**config.mk**
```make
export PLATFORM = sky130hd
export DESIGN_NAME = cordic_fix2fp_pipe
export DESIGN_NICKNAME = d
export VERILOG_FILES = /design/src/rtl/cordic_pkg.sv /design/src/rtl/lzc_w21.sv /design/src/rtl/cordic_fix2fp_pipe.sv
export SDC_FILE = /design/constraint.sdc
export NUM_CORES = 1
export LEC_CHECK = 0
export CORE_ASPECT_RATIO = 1.4
export CORE_MARGIN = 1
export CORE_UTILIZATION = 45
export DETAILED_ROUTE_END_ITERATION = 12
export DONT_BUFFER_PORTS = 1
export MAX_ROUTING_LAYER = met4
export PLACE_DENSITY = 0.73
export REMOVE_ABC_BUFFERS = 1
export SYNTH_ARGS = -nofsm -noshare
export SYNTH_HDL_FRONTEND = slang
export SYNTH_SLANG_ARGS = --single-unit
export TNS_END_PERCENT = 50
```
**constraint.sdc**
```tcl
create_clock -name clock -period 3.4 [get_ports clock]
set_input_delay 1.02 -clock clock [delete_from_list [all_inputs] [get_ports clock]]
set_output_delay 1.02 -clock clock [all_outputs]
set_load 0.05 [all_outputs]
```
**src/rtl/cordic_pkg.sv**
```systemverilog
// Shared types and constants for the CORDIC fixed-to-float output path.
// Latency: none (declarations only). Backpressure: none.
// Fixed-point layout is signed Q1.20; float layout is IEEE-754 single.
package cordic_pkg;

    localparam int WL      = 21;
    localparam int FRAC    = 20;
    localparam int FP_BIAS = 127;

    typedef logic signed [WL-1:0] fix_t;

    typedef struct packed {
        logic        sign;
        logic [7:0]  exp;
        logic [22:0] man;
    } fp32_t;

endpackage

```
**src/rtl/lzc_w21.sv**
```systemverilog
// Leading-one index (0..20) and zero flag of a WL-bit magnitude.
// Latency: combinational. Backpressure: none.
// The highest set bit wins; pos is 0 when din is zero.
module lzc_w21
    import cordic_pkg::*;
(
    input  logic [WL-1:0] din,
    output logic [4:0]    pos,
    output logic          zero
);

    always_comb begin
        pos  = '0;
        zero = (din == '0);
        for (int i = 0; i < WL; i++) begin
            if (din[i]) pos = 5'(i);
        end
    end

endmodule

```
**src/rtl/cordic_fix2fp_pipe.sv**
```systemverilog
// Q1.20 CORDIC result to IEEE-754 single; optional CORDIC_FIX2FP_NEG_FLUSH_EN flushes negatives to +0.0.
// Latency: 3 cycles from the sampled in_done rising edge to the out_valid pulse.
// Backpressure: none; clk_en low freezes every stage, including a pending out_valid.
module cordic_fix2fp_pipe
    import cordic_pkg::*;
(
    input  logic          clock,
    input  logic          aclr,
    input  logic          clk_en,
    input  logic          in_done,
    input  logic [WL-1:0] in_data,
    output logic          out_valid,
    output logic [31:0]   out_data,
    output logic          busy
);

    logic          done_q;
    logic          accept;
    fix_t          in_fix;
    logic [WL:0]   in_ext;
    logic [WL:0]   in_mag;

    logic          s1_vld;
    logic          s1_sign;
    logic [WL:0]   s1_mag;

    logic [4:0]    lzc_pos;
    logic          lzc_zero;

    logic          s2_vld;
    logic          s2_sign;
    logic          s2_zero;
    logic [4:0]    s2_pos;
    logic [WL:0]   s2_mag;

    logic          flush;
    logic [4:0]    shamt;
    fp32_t         packed_res;

    assign accept = clk_en & in_done & ~done_q;
    assign in_fix = fix_t'(in_data);
    assign in_ext = {in_fix[WL-1], in_fix};
    // One extra bit so that -1.0 negates to a clean 2^20.
    assign in_mag = in_fix[WL-1] ? (~in_ext + 1'b1) : in_ext;

    always_ff @(posedge clock or posedge aclr) begin
        if (aclr) begin
            done_q  <= 1'b0;
            s1_vld  <= 1'b0;
            s1_sign <= 1'b0;
            s1_mag  <= '0;
        end else if (clk_en) begin
            done_q <= in_done;
            s1_vld <= accept;
            if (accept) begin
                s1_sign <= in_fix[WL-1];
                s1_mag  <= in_mag;
            end
        end
    end

    lzc_w21 u_lzc (
        .din  (s1_mag[WL-1:0]),
        .pos  (lzc_pos),
        .zero (lzc_zero)
    );

    always_ff @(posedge clock or posedge aclr) begin
        if (aclr) begin
            s2_vld  <= 1'b0;
            s2_sign <= 1'b0;
            s2_zero <= 1'b0;
            s2_pos  <= '0;
            s2_mag  <= '0;
        end else if (clk_en) begin
            s2_vld <= s1_vld;
            if (s1_vld) begin
                s2_sign <= s1_sign;
                s2_zero <= lzc_zero;
                s2_pos  <= lzc_pos;
                s2_mag  <= s1_mag;
            end
        end
    end

`ifdef CORDIC_FIX2FP_NEG_FLUSH_EN
    assign flush = s2_sign;
`else
    assign flush = 1'b0;
`endif

    assign shamt = 5'd23 - s2_pos;

    // Magnitude has at most 21 significant bits, so the shift is exact and no rounding applies.
    always_comb begin
        packed_res = '0;
        if (!s2_zero && !flush) begin
            packed_res.sign = s2_sign;
            packed_res.exp  = 8'(FP_BIAS - FRAC) + {3'b000, s2_pos};
            packed_res.man  = 23'({{(31 - WL){1'b0}}, s2_mag} << shamt);
        end
    end

    always_ff @(posedge clock or posedge aclr) begin
        if (aclr) begin
            out_valid <= 1'b0;
            out_data  <= 32'h0;
        end else if (clk_en) begin
            out_valid <= s2_vld;
            if (s2_vld) out_data <= packed_res;
        end
    end

    assign busy = s1_vld | s2_vld | out_valid;

endmodule

```
Fig. 1: run 1, cell area per tile
Scale bar: 20 µm. 9 x 13 tiles, from black (low) to pale yellow (high), 0 to 100% covered.
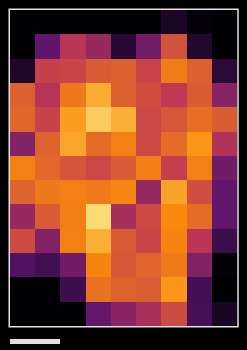
14% of the tiles are nearly empty. 8.5% of the tiles are over 75% full. The emptiest ninth of the die: lower left.
Finished Core Util: 51.1%
placeable core region: 10500 µm²
initial cell density of the core: 46.8%

Fig. 2: run 1, congestion heat map
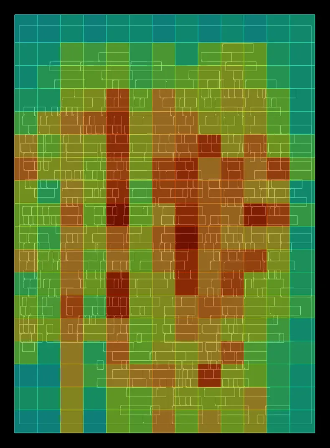
most utilized layer in the global route result: met2
fraction of met2 tracks used by global routing: 36.8%
detailed-route wire length per cell: 17.6 µm
total global routing track utilization: 21.2%
M1 GR Usage: 24.1%

Fig. 3: run 1, floorplan with the power grid
Scale bar: 20 µm. Pins as bars on the die edge.
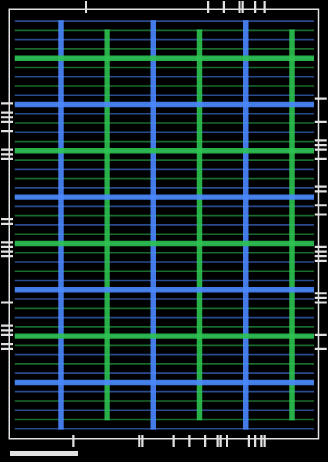
Green stands for VDD. Blue stands for VSS.
6 straps on met4. 45 met1 rails follow the rows. 59 signal pins sit on the boundary.
maximum ir drop on the vdd rail: 0.289 mV
vertical die size: 126 µm

==> metrics.log, run 1 <==
[flow] summary of implementation run
[metrics] switching power share of the total: 42.9%
[metrics] synthesized area: 4920 µm²
[metrics] vias per cell: 5.79
[metrics] top library cells by usage in the layout, fill and taps aside: sky130_fd_sc_hd__dfrtp_1 (88), sky130_fd_sc_hd__nand2_1 (67), sky130_fd_sc_hd__o21ai_0 (45), sky130_fd_sc_hd__mux2i_1 (32), sky130_fd_sc_hd__mux2_2 (27)
[metrics] number of synthesized flops with an enable pin: 0
[metrics] TritonCTS clock tree: built
[metrics] register bit count reported by yosys: 88
[metrics] final routed wirelength across all metal layers: 10900 µm
[metrics] count of final hold-check violations: 0
[metrics] clock skew after layout: 0.00471 ns
[metrics] post-synth area from yosys stat: 4920 µm²
[metrics] sequential element share of the synthesized area: 44.8%
[metrics] clock-pin slew reported for the worst setup and hold paths after clock tree synthesis: 0.06 ns
[metrics] Crit-path slowest cell: sky130_fd_sc_hd__or3_1
[metrics] post-cts gate resize count: 0
[metrics] number of clock buffers inserted by TritonCTS: 9
[metrics] unrepaired setup endpoints after global routing: no
[metrics] area occupied by registers: 2200 µm²
[metrics] number of optimization iterations in the first detailed-route pass: 4
[metrics] final cell count without fillers: 616
[metrics] input/output buffers: 0
[metrics] share of the cycle needed by the critical path after routing: 76.4%
[metrics] cell internal power dissipation: 2780 µW
[metrics] status: finished clean
[metrics] clock root cell: sky130_fd_sc_hd__clkbuf_16
[metrics] CTS H-tree depth: 3
[metrics] ordered cell list for the critical path: inv_1 -> ha_1 -> or3_1 -> a2111oi_0 -> a21oi_1 -> o221ai_1
[metrics] number of synthesis warnings: 0
run 1: power groups by stage:
stage               Clock (µW)  Combinational (µW)  Sequential [µW]
floorplan                    0                1120             2240
detailed placement           0                1470             2340
global placement             0                1450             2320
CTS                       1100                1480             2320
global route              1150                1660             2370
finish                    1080                1470             2320
run 1: final timing paths:
check | depth (start not counted) | end | slack [ns]
setup / recovery | 6 | out_data[18] | 0.80
hold / removal | 2 | s1_sign | 0.49
setup reg to reg | 6 | out_data[18] | 0.80
hold reg to reg | 2 | s1_sign | 0.49
max in group asynchronous | 2 | s2_mag[14] | 2.41
min in group asynchronous | 2 | out_data[27] | 0.66
run 1: layer usage:
layer | track usage, % | routed length, µm | vias up
met1 | 24.1 | 4570 | 1733
met5 | - | 0 | -
li1 | - | - | 1736
met3 | 3.68 | 370 | 19
met2 | 36.8 | 5630 | 77
met4 | 9.01 | 299 | 0
run 1: final cells by class:
cell class	count	area share, %
Clock buffer	12	4.77
Sequential cell	88	41.0
Timing Repair Buffer	9	1.49
Inverter	15	1.07
Tap cell	138	3.21
Multi-Input combinational cell	350	47.1
Clock inverter	4	1.42
run 1: registers in the layout, indices dropped and copies added, names as in the netlist:
| signal | count |
|---|---|
| s2_mag | 22 |
| out_valid | 1 |
| s2_pos | 5 |
| s1_sign | 1 |
| done_q | 1 |
| s2_sign | 1 |
| s2_zero | 1 |
| s2_vld | 1 |
| s1_vld | 1 |
| out_data | 32 |
| s1_mag | 22 |
run 1: cells by family (layout without fill, tap and decap cells):
family                   count (synthesis)  after routing  synth area share [%]
AND-OR/OR-AND                          118            118                  15.9
AND/OR/NAND/NOR                        137            137                  13.1
buffers and inverters                   45             40                  3.77
multiplexers                            70             70                  17.7
XOR/XNOR                                21             21                  3.74
adder cells (fa/ha/maj)                  4              4                  1.02
flip-flops                              88             88                  44.8
run 1: worst max-delay path, delay by kind of cell (launching register included):
family,cells,cell delay [ns]
AND-OR/OR-AND,3,0.64
AND/OR/NAND/NOR,1,0.60
flip-flops,1,0.59
adder cells (fa/ha/maj),1,0.48
buffers and inverters,1,0.20
run 1: synthesized netlist by cell type (all sizes together) (5+ instances only):
| cell type | n |
|---|---|
| xor2 | 18 |
| o41ai | 5 |
| o21ai | 50 |
| dfrtp | 88 |
| or3 | 6 |
| o31ai | 10 |
| inv | 14 |
| mux2i | 32 |
| nor3 | 7 |
| nor2 | 25 |
| clkbuf | 17 |
| a21oi | 14 |
| a221o | 5 |
| buf | 13 |
| nand2 | 67 |
| mux4 | 11 |
| nor4 | 6 |
| nor2b | 6 |
| mux2 | 27 |
run 1: metrics by stage:
stage	instance area [µm²]	worst slack (ns)	hold WS, ns
6_report	5370	0.803	0.493
5_1_grt	5370	0.684	0.506
4_1_cts	5370	0.881	0.496
3_5_place_dp	5040	0.806	0.483
3_3_place_gp	5040	0.910	0.466
2_1_floorplan	4790	0.101	0.446
Fig. 4: run 1, cell classes on the final placement
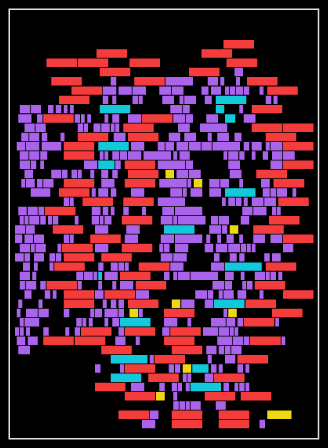

==> inputs of run 2 (changes only) <==
Settings changed: PLACE_DENSITY 0.73 to 0.71.
Clock period 3.4 ns to 2.5 ns, I/O delays scaled along.
Fig. 5: run 2, cell classes on the final placement
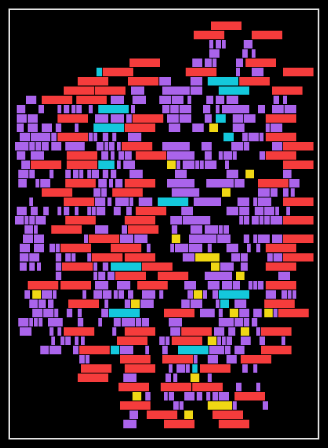
Red stands for flops, cells 88. Cyan stands for clock drivers and dummy loads, cells 16. Yellow stands for other buffers and delay cells, cells 19. Purple stands for combinational and other logic, cells 365.
proportion of cell area occupied by registers: 40.7%
number of placement rows: 44
final instance area: 5410 µm²

Fig. 6: run 2, congestion heat map
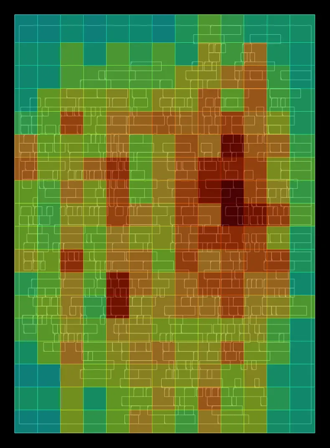
detailed-route wire length per cell: 18.1 µm
Finished Core Util: 51.5%
M3 GR Usage: 3.02%
fraction of met2 tracks used by global routing: 37.2%

Fig. 7: run 2, cell area per tile
Scale bar: 20 µm. 9 x 13 tiles, from black (low) to pale yellow (high), 0 to 100% covered.
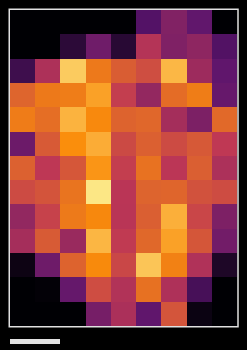

==> metrics.log, run 2 <==
[flow] summary of implementation run
[metrics] share of the cycle needed by the critical path after routing: 86.5%
[metrics] post-synthesis share of cell area spent on and-or and or-and gates: 15.9%
[metrics] maximum ir drop on the vdd rail: 0.445 mV
[metrics] cell internal power dissipation: 3610 µW
[metrics] number of clock buffers inserted by TritonCTS: 9
[metrics] clock-pin slew reported for the worst setup and hold paths after clock tree synthesis: 0.06 ns
[metrics] post-synth area from yosys stat: 4920 µm²
[metrics] final routed wirelength across all metal layers: 11300 µm
[metrics] clock skew after layout: 0.00687 ns
[metrics] number of optimization iterations in the first detailed-route pass: 5
[metrics] reg2reg end: out_data[21]
[metrics] sequential element share of the synthesized area: 44.8%
[metrics] slack of the worst reg-to-reg path: 0.34 ns
[metrics] Leak Pwr: 0.00240 µW
[metrics] xor-xnor portion of the synthesized cell area: 3.74%
[metrics] final cell count without fillers: 626
[metrics] switching power share of the total: 44.6%
[metrics] vertical die size: 126 µm
[metrics] status: finished clean
[metrics] placeable core region: 10500 µm²
[metrics] area fraction in full adders, half adders and majority gates: 1.02%
[metrics] input/output buffers: 0
[metrics] M1 GR Usage: 24.9%
[metrics] count of final hold-check violations: 0
[metrics] path depth of the worst reg2reg path: 6
[metrics] share of cell area taken by muxes after synthesis: 17.7%
[metrics] # hold bufs at CTS: 0
[metrics] register bit count reported by yosys: 88
[metrics] CTS H-tree depth: 3
[metrics] unrepaired setup endpoints after global routing: no
[metrics] vias per cell: 5.90
[metrics] total global routing track utilization: 21.8%
[metrics] cell with the most instances after synthesis: sky130_fd_sc_hd__dfrtp_1
[metrics] synthesized area: 4920 µm²
[metrics] post-cts gate resize count: 0
[metrics] clock root cell: sky130_fd_sc_hd__clkbuf_16
[metrics] top library cells by usage in the layout, fill and taps aside: sky130_fd_sc_hd__dfrtp_1 (88), sky130_fd_sc_hd__nand2_1 (67), sky130_fd_sc_hd__o21ai_0 (45), sky130_fd_sc_hd__mux2i_1 (32), sky130_fd_sc_hd__mux2_2 (27)
[metrics] max reg flops: 32
[metrics] TritonCTS clock tree: built
run 2: per-stage QoR:
| stage | setup slack, ns | setup TNS, ns | utilization (%) | area, µm² |
|---|---|---|---|---|
| 2_1_floorplan | -0.529 | -46.51 | - | 4790 |
| 3_3_place_gp | 0.278 | 0 | 48.8 | 5130 |
| 3_5_place_dp | 0.253 | 0 | 48.8 | 5130 |
| 4_1_cts | 0.384 | 0 | 51.5 | 5410 |
| 5_1_grt | 0.174 | 0 | 51.5 | 5410 |
| 6_report | 0.337 | 0 | 51.5 | 5410 |
run 2: cell type report:
| class | instances | area, µm² |
|---|---|---|
| Sequential cell | 88 | 2200 |
| Multi-Input combinational cell | 350 | 2530 |
| Timing Repair Buffer | 19 | 168 |
| Tap cell | 138 | 173 |
| Inverter | 15 | 57.6 |
| Clock inverter | 6 | 42.5 |
| Fill cell | 973 | 5100 |
| Clock buffer | 10 | 239 |
run 2: routing by layer:
metal | up-vias | wire (µm) | part of all wire [%]
li1 | 1764 | - | -
met1 | 1817 | 4630 | 41
met2 | 87 | 6020 | 53
met3 | 28 | 315 | 2.8
met4 | 0 | 367 | 3.2
met5 | - | 0 | 0
run 2: cells by family after synthesis:
logic type	count (synthesis)
simple gates	137
compound gates	118
flops	88
mux	70
buf+inv	45
xor+xnor	21
fa+ha+maj	4
run 2: worst max path at each step:
stage and end:
6_report out_data[21], 5_1_grt out_data[21], 4_1_cts out_data[21], 3_5_place_dp s1_mag[20], 3_3_place_gp s1_mag[19], 2_1_floorplan done_q
run 2: power by group through the flow:
stage / clock [µW] / combinational [µW] / sequential (µW)
3_5_place_dp: 0 / 2200 / 3100
2_1_floorplan: 0 / 1520 / 3050
4_1_cts: 1270 / 2220 / 3070
3_3_place_gp: 0 / 2160 / 3070
5_1_grt: 1330 / 2440 / 3140
6_report: 1250 / 2210 / 3060
run 2: worst max-delay path: stages (launching register included):
cell	delay, ns
sky130_fd_sc_hd__dfrtp_1	0.48
sky130_fd_sc_hd__buf_4	0.27
sky130_fd_sc_hd__mux2i_1	0.36
sky130_fd_sc_hd__mux2i_1	0.22
sky130_fd_sc_hd__nor2b_1	0.18
sky130_fd_sc_hd__a2111oi_0	0.40
sky130_fd_sc_hd__o31ai_1	0.13
Fig. 8: run 2, floorplan with the power grid
Scale bar: 20 µm. Pins as bars on the die edge.
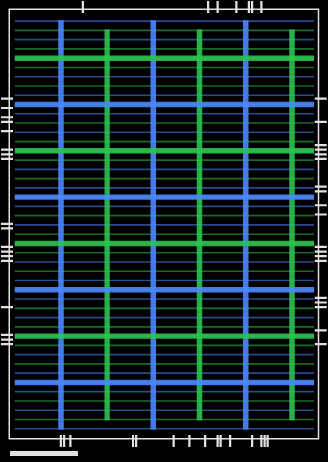

==> inputs of run 3 (changes only) <==
Settings changed: PLACE_DENSITY 0.71 to 0.73, SLEW_MARGIN set to 20.
Clock period 2.5 ns to 1.8 ns, I/O delays scaled along.
Fig. 9: run 3, floorplan with the power grid
Scale bar: 20 µm. Pins as bars on the die edge.
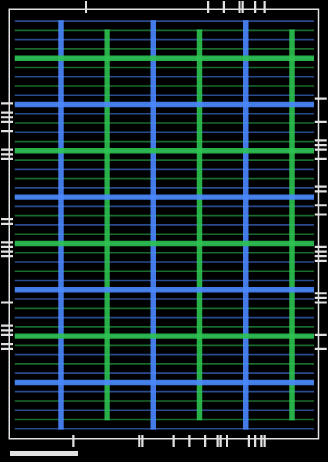
Blue stands for VSS. Green stands for VDD.
6 straps on met4. 8 straps on met5.
maximum ir drop on the vdd rail: 0.619 mV
horizontal die size: 90.3 µm

Fig. 10: run 3, cell classes on the final placement
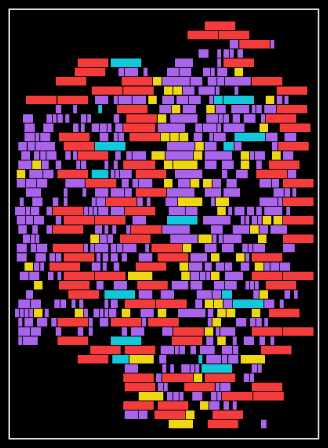
Finished Core Util: 56.6%
proportion of cell area occupied by registers: 37.0%

==> metrics.log, run 3 <==
[flow] summary of implementation run
[metrics] CP Buf/Inv Count: 0
[metrics] total global routing track utilization: 22.5%
[metrics] Biggest register: out_data
[metrics] largest registers ranked by flip-flop count: out_data: 32 flops, s1_mag: 22 flops, s2_mag: 22 flops
[metrics] placeable core region: 10500 µm²
[metrics] unrepaired setup endpoints after global routing: yes
[metrics] share of the cycle needed by the critical path after routing: 100%
[metrics] max incr delay on CP: 0.56 ns
[metrics] crit-path leading delay family: multiplexers
[metrics] detailed-route wire length per cell: 17.5 µm
[metrics] clock root cell: sky130_fd_sc_hd__clkbuf_16
[metrics] Crit-path slowest cell: sky130_fd_sc_hd__mux4_2
[metrics] Finish-stage setup viols: 1
[metrics] count of final hold-check violations: 0
[metrics] clock-pin slew reported for the worst setup and hold paths after clock tree synthesis: 0.06 ns
[metrics] synthesized area: 4920 µm²
[metrics] area taken by multi-input logic gates: 2640 µm²
[metrics] violated checks: setup timing
[metrics] post-synth area from yosys stat: 4920 µm²
[metrics] number of synthesized flops with an enable pin: 0
[metrics] number of optimization iterations in the first detailed-route pass: 4
[metrics] final instance area: 5960 µm²
[metrics] status: complete, but fails checks
[metrics] setup slack of the critical path after layout: -0.00438 ns
[metrics] # hold bufs at CTS: 0
[metrics] max reg flops: 32
[metrics] top cells by count: sky130_fd_sc_hd__dfrtp_1 (88), sky130_fd_sc_hd__nand2_1 (67), sky130_fd_sc_hd__o21ai_0 (45)
[metrics] sequential element share of the synthesized area: 44.8%
[metrics] initial cell density of the core: 46.8%
Fig. 11: run 3, I/O nets highlighted
Scale bar: 20 µm.
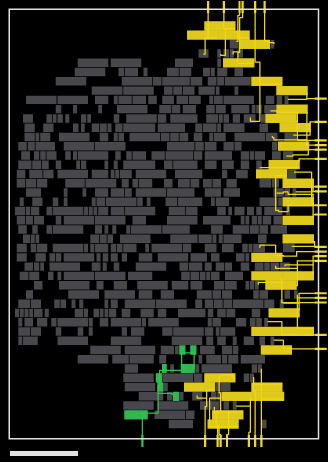
Green stands for clk_en, direction input, edge bottom, end cells 10, buffers 0, wire 56.2 µm. Yellow stands for out_data, direction output, edge 19 right, 7 bottom, 6 top, end cells 32, buffers 0, wire 605 µm.
input/output buffers: 0
I/O pin count: 59

run 3: cell types whose count changed in the layout (fill, tap and decap cells not counted), moves of 3 or more:
cell	previous run	this run
sky130_fd_sc_hd__buf_12	2	7
sky130_fd_sc_hd__buf_4	17	55
sky130_fd_sc_hd__buf_6	0	3
sky130_fd_sc_hd__mux2_2	27	24
sky130_fd_sc_hd__mux2_4	0	3
sky130_fd_sc_hd__mux2i_1	32	23
sky130_fd_sc_hd__mux2i_2	0	8
run 3: logic make-up after synthesis:
group / count (synthesis) / share of synthesized area, %
AND-OR/OR-AND: 118 / 15.9
buffers and inverters: 45 / 3.77
AND/OR/NAND/NOR: 137 / 13.1
multiplexers: 70 / 17.7
flip-flops: 88 / 44.8
adder cells (fa/ha/maj): 4 / 1.02
XOR/XNOR: 21 / 3.74
run 3: worst paths after layout:
path,startpoint,end,slack [ns],cells after the start
min in group clock,in_data[19],s1_mag[20],0.27,1
min,aclr,out_data[24],0.01,1
max reg2reg,s2_pos[1],out_data[20],-0.004,4
min reg2reg,s1_mag[21],s1_mag[21],0.49,1
max in group asynchronous,aclr,s2_pos[1],1.23,2
max,s2_pos[1],out_data[20],-0.004,4
run 3: stage by stage:
stage	power, µW	utilization [%]	worst slack, ns	hold WS (ns)
3_5_place_dp	7820	52.1	-0.240	0.391
5_1_grt	10600	56.6	-0.0800	0.0378
6_report	10100	56.6	-0.00438	0.0146
2_1_floorplan	6350	-	-1.02	0.446
3_3_place_gp	7720	52.1	-0.207	0.390
4_1_cts	9760	55.5	-0.00897	0.0201
run 3: power by group:
part	switching [µW]	internal (µW)	leakage, µW
combinational	1840	2190	0.00140
sequential	1680	2570	0.00112
clock	763	1020	0.000136
total	4290	5780	0.00265
run 3: per-layer routing:
layer / vias to the layer above / wire [µm]
met1: 1872 / 4710
li1: 1856 / -
met2: 76 / 6350
met5: - / 0
met3: 27 / 287
met4: 0 / 416
run 3: final cells by class:
cell class / count / share of cell area (%)
Timing Repair Buffer: 65 / 9.85
Multi-Input combinational cell: 350 / 44.3
Tap cell: 138 / 2.90
Sequential cell: 88 / 37.0
Clock inverter: 3 / 0.420
Clock buffer: 13 / 4.37
Inverter: 15 / 1.09
run 3: timing repair:
action | CTS | global route
setup buffers | 3 | 5
setup endpoints to repair | 14 | 15
resized | 12 | 21
pin swaps | 1 | 10
Power is estimated from default activity; no workload was simulated.
